## src/rtl/channel_writer.sv

```systemverilog
// rtl/channel_writer.sv - packet to 4 KB slot writer over an AXI4 AW/W master
//
// Purpose:
//   Takes one metadata record plus a 512-bit data stream per packet. Each
//   packet is written to a 4 KB slot derived from qpn/msg_num/pkg_num. The
//   slot is written as up to eight 16-beat INCR bursts of 256-bit beats.
//   Every 512-bit input beat is split into two W beats: low half first.
//   A packet that ends mid-burst is padded with zero-strobe beats up to the
//   burst end. Only one burst is outstanding, and B responses are not used.
//
// Ports:
//   clock, reset            rising-edge clock, asynchronous active-low reset
//   io_aw_*                 AXI write address channel (len/size/burst fixed)
//   io_w_*                  AXI write data channel (256-bit data, 32-bit strb)
//   io_recv_meta_*          packet metadata (qpn, msg_num, pkg_num, pkg_total)
//   io_recv_data_*          packet data stream (512-bit data, 64-bit keep, last)

module channel_writer #(
  parameter logic [32:0] BASE_ADDR = 33'h0
) (
  input  logic         clock,
  input  logic         reset,
  input  logic         io_aw_ready,
  output logic         io_aw_valid,
  output logic [32:0]  io_aw_bits_addr,
  output logic [1:0]   io_aw_bits_burst,
  output logic [3:0]   io_aw_bits_cache,
  output logic [5:0]   io_aw_bits_id,
  output logic [3:0]   io_aw_bits_len,
  output logic         io_aw_bits_lock,
  output logic [2:0]   io_aw_bits_prot,
  output logic [3:0]   io_aw_bits_qos,
  output logic [3:0]   io_aw_bits_region,
  output logic [2:0]   io_aw_bits_size,
  input  logic         io_w_ready,
  output logic         io_w_valid,
  output logic [255:0] io_w_bits_data,
  output logic         io_w_bits_last,
  output logic [31:0]  io_w_bits_strb,
  output logic         io_recv_meta_ready,
  input  logic         io_recv_meta_valid,
  input  logic [15:0]  io_recv_meta_bits_qpn,
  input  logic [23:0]  io_recv_meta_bits_msg_num,
  input  logic [20:0]  io_recv_meta_bits_pkg_num,
  input  logic [20:0]  io_recv_meta_bits_pkg_total,
  output logic         io_recv_data_ready,
  input  logic         io_recv_data_valid,
  input  logic         io_recv_data_bits_last,
  input  logic [511:0] io_recv_data_bits_data,
  input  logic [63:0]  io_recv_data_bits_keep
);

  localparam logic [1:0] S_IDLE = 2'd0;
  localparam logic [1:0] S_AW   = 2'd1;
  localparam logic [1:0] S_W    = 2'd2;

  logic [1:0]  state;
  logic [32:0] burst_addr;
  logic [3:0]  wbeat;     // W beat index within the current burst
  logic        half;      // 0: low 256 bits of the input beat, 1: high
  logic        pad;       // packet data exhausted, filling the burst with zeros
  logic        pkt_done;  // final input beat of the packet has been consumed
  logic [5:0]  in_cnt;    // input beats consumed so far in this packet

  logic [32:0] slot_addr;
  logic        w_fire;
  logic        consume;
  logic        ends_now;
  logic        ended;

  // Only the low bits of qpn/msg_num/pkg_num select the slot; pkg_total is
  // informational for this block.
  logic unused_bits;
  assign unused_bits = ^{io_recv_meta_bits_pkg_total,
                         io_recv_meta_bits_qpn[15:4],
                         io_recv_meta_bits_msg_num[23:8],
                         io_recv_meta_bits_pkg_num[20:9]};

  assign slot_addr = BASE_ADDR + {io_recv_meta_bits_qpn[3:0],
                                  io_recv_meta_bits_msg_num[7:0],
                                  io_recv_meta_bits_pkg_num[8:0],
                                  12'h000};

  // Fixed burst shape: 16 beats of 32 bytes, INCR.
  assign io_aw_bits_burst  = 2'b01;
  assign io_aw_bits_cache  = 4'h0;
  assign io_aw_bits_id     = 6'h0;
  assign io_aw_bits_len    = 4'hF;
  assign io_aw_bits_lock   = 1'b0;
  assign io_aw_bits_prot   = 3'h0;
  assign io_aw_bits_qos    = 4'h0;
  assign io_aw_bits_region = 4'h0;
  assign io_aw_bits_size   = 3'b101;
  assign io_aw_bits_addr   = burst_addr;

  // Handshake outputs are also gated by reset so that they drop the moment
  // reset asserts, not only after the state register clears.
  assign io_recv_meta_ready = reset && (state == S_IDLE);
  assign io_aw_valid        = reset && (state == S_AW);
  assign io_w_valid         = reset && (state == S_W) && (pad || io_recv_data_valid);

  // The input beat is released together with its upper half, so the W
  // channel sees a straight combinational pass-through of the input.
  assign io_recv_data_ready = reset && (state == S_W) && !pad && half && io_w_ready;

  always_comb begin
    io_w_bits_data = 256'h0;
    io_w_bits_strb = 32'h0;
    if (!pad) begin
      if (half) begin
        io_w_bits_data = io_recv_data_bits_data[511:256];
        io_w_bits_strb = io_recv_data_bits_keep[63:32];
      end else begin
        io_w_bits_data = io_recv_data_bits_data[255:0];
        io_w_bits_strb = io_recv_data_bits_keep[31:0];
      end
    end
  end

  assign io_w_bits_last = (wbeat == 4'hF);

  assign w_fire   = io_w_valid && io_w_ready;
  assign consume  = w_fire && !pad && half;
  // A missing last is truncated at the 64th input beat (the slot size).
  assign ends_now = consume && (io_recv_data_bits_last || (in_cnt == 6'd63));
  assign ended    = pkt_done || ends_now;

  always_ff @(posedge clock or negedge reset) begin
    if (!reset) begin
      state      <= S_IDLE;
      burst_addr <= 33'h0;
      wbeat      <= 4'h0;
      half       <= 1'b0;
      pad        <= 1'b0;
      pkt_done   <= 1'b0;
      in_cnt     <= 6'h0;
    end else begin
      case (state)
        S_IDLE: begin
          if (io_recv_meta_valid) begin
            burst_addr <= slot_addr;
            wbeat      <= 4'h0;
            half       <= 1'b0;
            pad        <= 1'b0;
            pkt_done   <= 1'b0;
            in_cnt     <= 6'h0;
            state      <= S_AW;
          end
        end
        S_AW: begin
          if (io_aw_ready) begin
            wbeat <= 4'h0;
            half  <= 1'b0;
            state <= S_W;
          end
        end
        S_W: begin
          if (w_fire) begin
            half  <= ~half;
            wbeat <= wbeat + 4'h1;
            if (consume) begin
              in_cnt <= in_cnt + 6'h1;
            end
            if (ends_now) begin
              pkt_done <= 1'b1;
            end
            if (wbeat == 4'hF) begin
              pad <= 1'b0;
              if (ended) begin
                state <= S_IDLE;
              end else begin
                burst_addr <= burst_addr + 33'd512;
                state      <= S_AW;
              end
            end else if (ends_now) begin
              // Data ran out mid-burst: finish the burst with empty beats.
              pad <= 1'b1;
            end
          end
        end
        default: begin
          state <= S_IDLE;
        end
      endcase
    end
  end

endmodule

```

## config.mk

```make
export PLATFORM = sky130hd
export DESIGN_NAME = channel_writer
export DESIGN_NICKNAME = d
export VERILOG_FILES = /design/src/rtl/channel_writer.sv
export SDC_FILE = /design/constraint.sdc
export NUM_CORES = 1
export LEC_CHECK = 0
export CAP_MARGIN = 20
export CORE_AREA = 3 3 395 397
export CTS_CLUSTER_SIZE = 25
export DETAILED_ROUTE_END_ITERATION = 8
export DIE_AREA = 0 0 398 400
export PLACE_DENSITY = 0.3
export SYNTH_ARGS = -nofsm -noshare
export SYNTH_HDL_FRONTEND = slang
export SYNTH_SLANG_ARGS = --single-unit
```

## constraint.sdc

```tcl
create_clock -name clock -period 2.2 [get_ports clock]
set_input_delay 0.44 -clock clock [delete_from_list [all_inputs] [get_ports clock]]
set_output_delay 0.44 -clock clock [all_outputs]
set_load 0.005 [all_outputs]
```

==> run_1/density.png <==
The die is cut into 40 by 40 equal tiles; black is low, pale yellow is high, 0 to 100% covered.
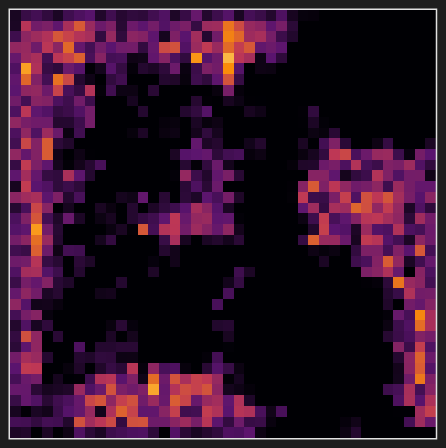
densest ninth of the die: middle right
tiles over 75% full: 0.30%
fullest tile: 84%
mean over tiles: 14%
emptiest ninth of the die: upper right
nearly empty tiles: 48%

==> run_1/registers.png <==
The bar under the picture is 100 um long.
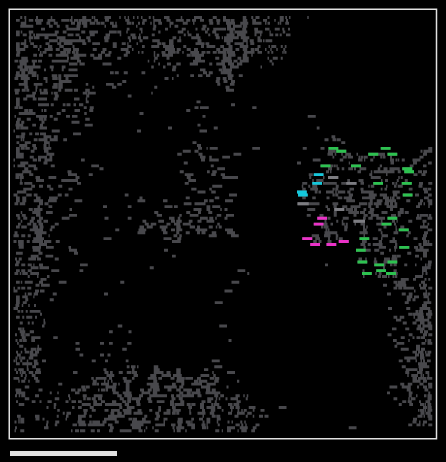
legend:
  cyan:
    netlist_name: wbeat
    sequential_cells: 4
  green:
    netlist_name: io_aw_bits_addr
    sequential_cells: 24
    where: middle right
  magenta:
    netlist_name: in_cnt
    sequential_cells: 6
    where: middle right
not coloured: 5

==> run_1/final_congestion.png <==
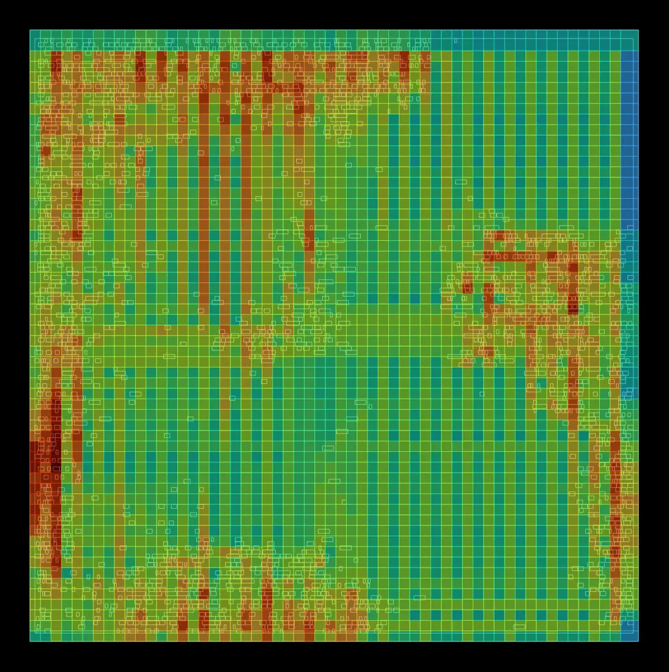
Final Util: 15.9%
global-route usage over all layers: 13.8%
Routed wire per std cell: 28.0 um

==> run_1/cell_classes.png <==
The bar under the picture is 100 um long. Fill, decap, tap and diode cells in grey.
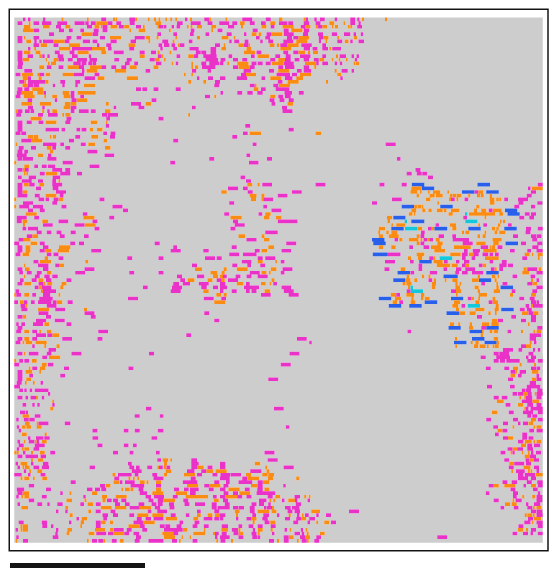
legend:
  blue:
    class: flops
    cells: 39
    share_of_their_area: 4.5%
  cyan:
    class: clock drivers and dummy loads
    cells: 8
    share_of_their_area: 0.63%
  orange:
    class: all other logic
    cells: 849
    share_of_their_area: 34%
  magenta:
    class: other buffers and delay cells
    cells: 1259
    share_of_their_area: 61%

==> flow.log, run 1 <==
[flow] summary of implementation run
INFO  metric cts.sink_count = 39
INFO  metric setup-tns-final = -33.57 ns
INFO  metric yosys_register_bits = 39
INFO  metric tritoncts = yes
INFO  metric report.final.slew_viol_count = 0
INFO  metric violations_in_the_final_reports = negative setup slack
INFO  metric area_leaders = mux2i_1, nor2_1, dfrtp_1
INFO  metric total_cells_reported_by_yosys_after_synthesis = 972
INFO  metric synthFlopType = dfrtp_1
INFO  metric cts_buffer_depth = 2
INFO  metric met2_usage = 22.8%
INFO  metric comb_power_share = 85.3%
INFO  metric worstHoldPathType = in2async
INFO  metric max-slew-margin-rel = roughly two thirds
INFO  metric final-setup-viol-count = 264
INFO  metric power.share.sequential = 9.5%
INFO  metric vdd_drop_max = ~0.27 mV
INFO  metric postSynthAreaPerCell = 7.21 um^2
INFO  metric synth.cell_area = 0.00701 mm^2
INFO  metric status = finished, violations left
INFO  metric power_switching = approximately 6.1 mW
INFO  metric ys_area = 0.00701 mm^2
INFO  metric antenna_found_initial = around 120
INFO  metric crit_path_frequent_cell = buf_4
INFO  metric chipWidth = 398 um
INFO  metric first_global_vias = 12500
INFO  metric finalWorstSetupSlack = -0.315 ns
INFO  metric reg2reg_setup_slack = -0.04 ns
INFO  metric crit_slowest_cell = dfrtp_4
INFO  metric gr-usage-met1 = 14.5%
INFO  metric share_of_power_burned_in_the_clock_network = 5.2%
==> run 1: worst max-delay path: cells and delay by family (launching register included) <==
family        cells  cell delay [ns]
buf+inv           4             1.05
simple gates      1             0.11
flops             1             0.55
==> run 1: cells by family after synthesis <==
logic type      after synthesis  share of synthesized area, %
buf+inv                     128                          9.53
mux                         294                          42.0
fa+ha+maj                     3                         0.536
compound gates               83                          8.23
other cells                   2                         0.107
simple gates                423                          25.7
flops                        39                          13.9
==> run 1: power groups by stage <==
stage          clock network, mW  logic, mW  registers, mW
4_1_cts                    0.790       11.5           1.37
3_3_place_gp                   0       9.71           1.37
6_report                   0.754       12.4           1.38
3_5_place_dp                   0       9.65           1.36
2_1_floorplan                  0       2.91           1.23
5_1_grt                    0.814       13.2           1.43
==> run 1: layout by cell type (no fill, tap or decap), types with 13 or more instances in the layout <==
master           instances
conb_1                  40
nand2_1                 29
nor2_4                  43
clkbuf_2                15
nand3_1                 13
buf_12                  97
buf_16                  15
a21oi_1                 13
mux2i_2                 37
mux2i_1                169
buf_6                  126
buf_8                   32
mux2i_4                 87
buf_2                  115
o21ai_0                 17
diode_2                 25
dfrtp_1                 35
nor2_1                 222
clkdlybuf4s50_1        630
nor2_2                  51
dlymetal6s2s_1          27
buf_4                  188
==> run 1: per-stage QoR <==
stage | cell area, um^2 | util [%]
after floorplan | 7150 | -
after global placement | 20400 | 13.4
after detailed placement | 20400 | 13.4
after CTS | 22600 | 14.9
after global routing | 24200 | 15.9
final | 24300 | 15.9
==> run 1: final cells by class <==
cell class,instances,area (um^2)
Fill cell,17300,128000
Inverter,5,18.8
Timing Repair Buffer,1259,13200
Multi-Input combinational cell,844,7380
Antenna cell,25,62.6
Sequential cell,39,986
Tap cell,2030,2540
Clock inverter,1,5.00
Clock buffer,7,133
==> run 1: routing by layer <==
metal  share of wire (%)  wire [um]
met1                  36      42000
met2                  47      54800
met3                  15      17400
met4                 2.6       3050
met5                0.33        391
==> run 1: state kept, by name (all words and copies together), names as in the netlist <==
register,cells
half,1
pad,1
wbeat,4
io_aw_bits_addr,24
in_cnt,6
state,2
pkt_done,1
==> run 1: timing repair <==
item | 4_1_cts | 5_1_grt
cloned | 15 | 4
setup buffers | 94 | 100
endpoints found under the setup margin | 294 | 316
pin swaps | 41 | 109
gates resized | 790 | 587
==> run 1: worst max-delay path by stage <==
stage                          from                  end  slack (ns)
after floorplan           in_cnt[0]  io_aw_bits_addr[26]        0.17
after global placement         half  io_w_bits_data[108]       -0.46
after detailed placement       half  io_w_bits_data[108]       -0.43
after CTS                      half  io_w_bits_data[188]       -0.50
after global routing           half  io_w_bits_data[112]       -0.37
final                           pad  io_w_bits_data[100]       -0.32
==> run_1/metal_stack.png <==
The bar under the picture is 100 um long. Two of the layers only.
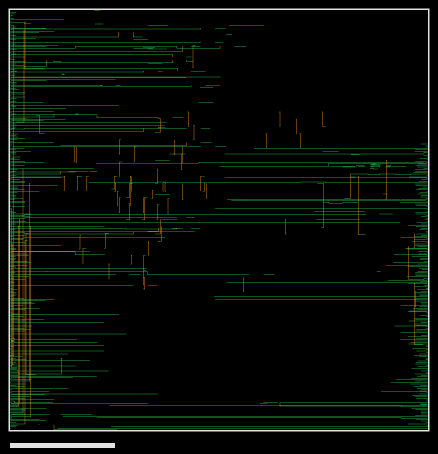

--- run 2 (diff from run 1) ---
--- a/config.mk
+++ b/config.mk
@@ -11,6 +11,7 @@
 export DETAILED_ROUTE_END_ITERATION = 8
 export DIE_AREA = 0 0 398 400
 export PLACE_DENSITY = 0.3
+export REMOVE_ABC_BUFFERS = 1
 export SYNTH_ARGS = -nofsm -noshare
 export SYNTH_HDL_FRONTEND = slang
 export SYNTH_SLANG_ARGS = --single-unit
==> run_2/metal_stack.png <==
The bar under the picture is 100 um long. Two of the layers only.
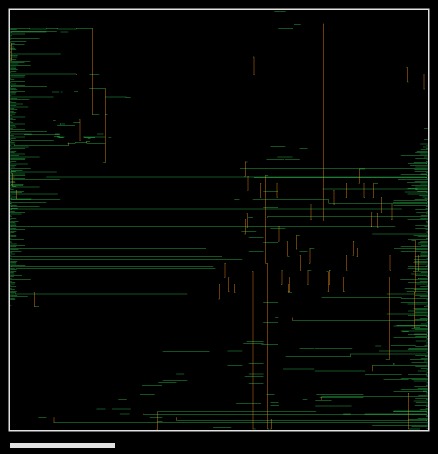
legend:
  orange:
    layer: met4
    wire_length: 1590 um
  green:
    layer: met3
    wire_length: 10000 um

==> run 2 against run 1 <==
  * The flow still finishes with violations (negative setup slack)
  * Worst setup slack better by 0.049 ns
  * Sequential share of layout area increased by 0.10 points
  * Synthesized cell count did not move
  * Non-clock buffer count down 66
  * First-iteration DRC count rose by 26%
  * Critical endpoint is now io_w_bits_data[97]
  * Largest power group unchanged
  * Highest routed layer unchanged
==> flow.log, run 2 <==
[flow] summary of implementation run
INFO  metric status = finished, violations left (unchanged)
INFO  metric violations_in_the_final_reports = negative setup slack (unchanged)
INFO  metric synthFlopType = dfrtp_1 (unchanged)
INFO  metric synth.cell_area = 0.00701 mm^2 (unchanged)
INFO  metric postSynthAreaPerCell = 7.21 um^2 (unchanged)
INFO  metric report.final.slew_viol_count = 0 (unchanged)
INFO  metric placedInstanceArea = 0.0208 mm^2 (was 0.0204 mm^2)
INFO  metric layout.cell_area.non_filler = 0.0236 mm^2 (was 0.0243 mm^2)
INFO  metric finalCoreUtilization = 15.5% (was 15.9%)
INFO  metric yosys_register_bits = 39 (unchanged)
INFO  metric worstHoldPathType = in2async (unchanged)
INFO  metric n_fill_cell = 17200 (was 17300)
INFO  metric unrepaired_setup_endpoints_after_global_routing = yes (unchanged)
INFO  metric area_leaders = mux2i_1, nor2_1, dfrtp_1 (unchanged)
INFO  metric total_cells_reported_by_yosys_after_synthesis = 972 (unchanged)
INFO  metric ys_area = 0.00701 mm^2 (unchanged)
INFO  metric cts.sink_count = 39 (unchanged)
INFO  metric largest_register_ffs = 24 (unchanged)
INFO  metric layout_top_cells_excl_fill_tap = clkdlybuf4s50_1, nor2_1, mux2i_1, buf_4, buf_12 (was clkdlybuf4s50_1, nor2_1, buf_4, mux2i_1, buf_6)
INFO  metric first_global_vias = 12000 (was 12500)
INFO  metric vdd_drop_max = 0.247 mV (was 0.269 mV)
INFO  metric cts_buffer_depth = 2 (unchanged)
INFO  metric grt_start_max_net_pins = 27 (was 37)
INFO  metric met2_usage = 25.7% (was 22.8%)
INFO  metric finalWorstSetupSlack = -0.266 ns (was -0.315 ns)
INFO  metric antenna_found_initial = 99 (was 123)
INFO  metric global_route_usage_over_all_layers = 14.3% (was 13.8%)
INFO  metric final-setup-viol-count = 183 (was 264)
==> run_2/registers.png <==
The bar under the picture is 100 um long.
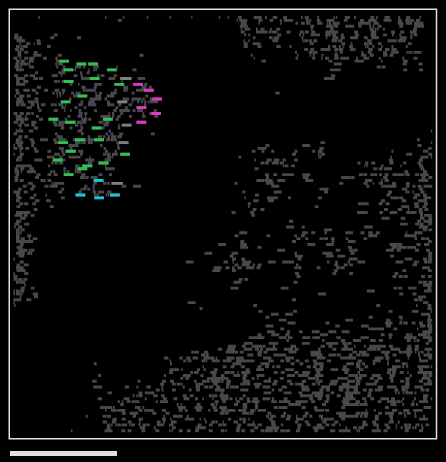
legend:
  magenta:
    netlist_name: in_cnt
    sequential_cells: 6
  cyan:
    netlist_name: wbeat
    sequential_cells: 4
    where: middle left
  green:
    netlist_name: io_aw_bits_addr
    sequential_cells: 24
    where: upper left

-- run 2: cell counts after synthesis --
Identical to the previous run, type by type.
-- run 2: worst paths after layout --
path	from	endpoint	slack, ns	cells past startpoint
setup / recovery	half	io_w_bits_data[97]	-0.27	8
hold / removal	reset	io_aw_bits_addr[18]	0.37	3
setup reg to reg	state[0]	io_aw_bits_addr[9]	0.08	7
hold reg to reg	in_cnt[3]	in_cnt[3]	0.48	1
max in group asynchronous	reset	pad	1.28	4
min in group clock	in_cnt[3]	in_cnt[3]	0.48	1
-- run 2: report_power, final --
part	leakage [nW]	internal, mW	switching [mW]
clock	0.0782	0.538	0.337
combinational	8.45	6.62	5.50
sequential	0.483	0.958	0.349
total	9.01	8.12	6.18
-- run 2: timing repair --
| item | 4_1_cts | 5_1_grt |
|---|---|---|
| endpoints found under the setup margin | 291 | 299 |
| setup buffers | 54 | 48 |
| gates resized | 564 | 468 |
| cloned | 7 | 6 |
| pin swaps | 24 | 88 |
| hold buffers | 0 | 0 |
-- run 2: layout make-up --
cell class / count / area (um^2) / share of cell area (%)
multi-input combinational: 844 / 7060 / 29.9
inverter: 5 / 18.8 / 0.0794
timing repair buffer: 1193 / 12800 / 54.3
clock buffer: 7 / 133 / 0.561
sequential: 39 / 983 / 4.16
antenna: 13 / 32.5 / 0.138
tap: 2030 / 2540 / 10.7
clock inverter: 1 / 30.0 / 0.127
-- run 2: metal layers --
| layer | up-vias | wire [um] |
|---|---|---|
| met5 | - | 154 |
| met4 | 24 | 1590 |
| met3 | 137 | 10000 |
| met2 | 656 | 60100 |
| met1 | 5669 | 49300 |
| li1 | 5580 | - |
-- run 2: worst max-delay path: stages (launching register included) --
cell and delay (ns):
dfrtp_4 0.49, buf_12 0.16, buf_16 0.17, buf_12 0.13, buf_12 0.13, buf_8 0.12, mux2i_1 0.12, nor2_1 0.13
buf_4 0.21
-- run 2: metrics by stage --
| stage | setup slack [ns] | setup TNS (ns) |
|---|---|---|
| 4_1_cts | -0.311 | -38.14 |
| 3_5_place_dp | -0.403 | -13.44 |
| 5_1_grt | -0.301 | -34.29 |
| 2_1_floorplan | -9.17 | -2543.51 |
| 3_3_place_gp | -0.430 | -13.13 |
| 6_report | -0.266 | -22.26 |
-- run 2: kinds of logic after synthesis --
| family | share of synthesized area (%) |
|---|---|
| other | 0.107 |
| and+or+nand+nor | 25.7 |
| buffers and inverters | 9.53 |
| adders and majority gates | 0.536 |
| AOI/OAI and AO/OA | 8.23 |
| DFF | 13.9 |
| muxes | 42.0 |
Power figures rest on the tool's default switching activity, not on a simulated workload.
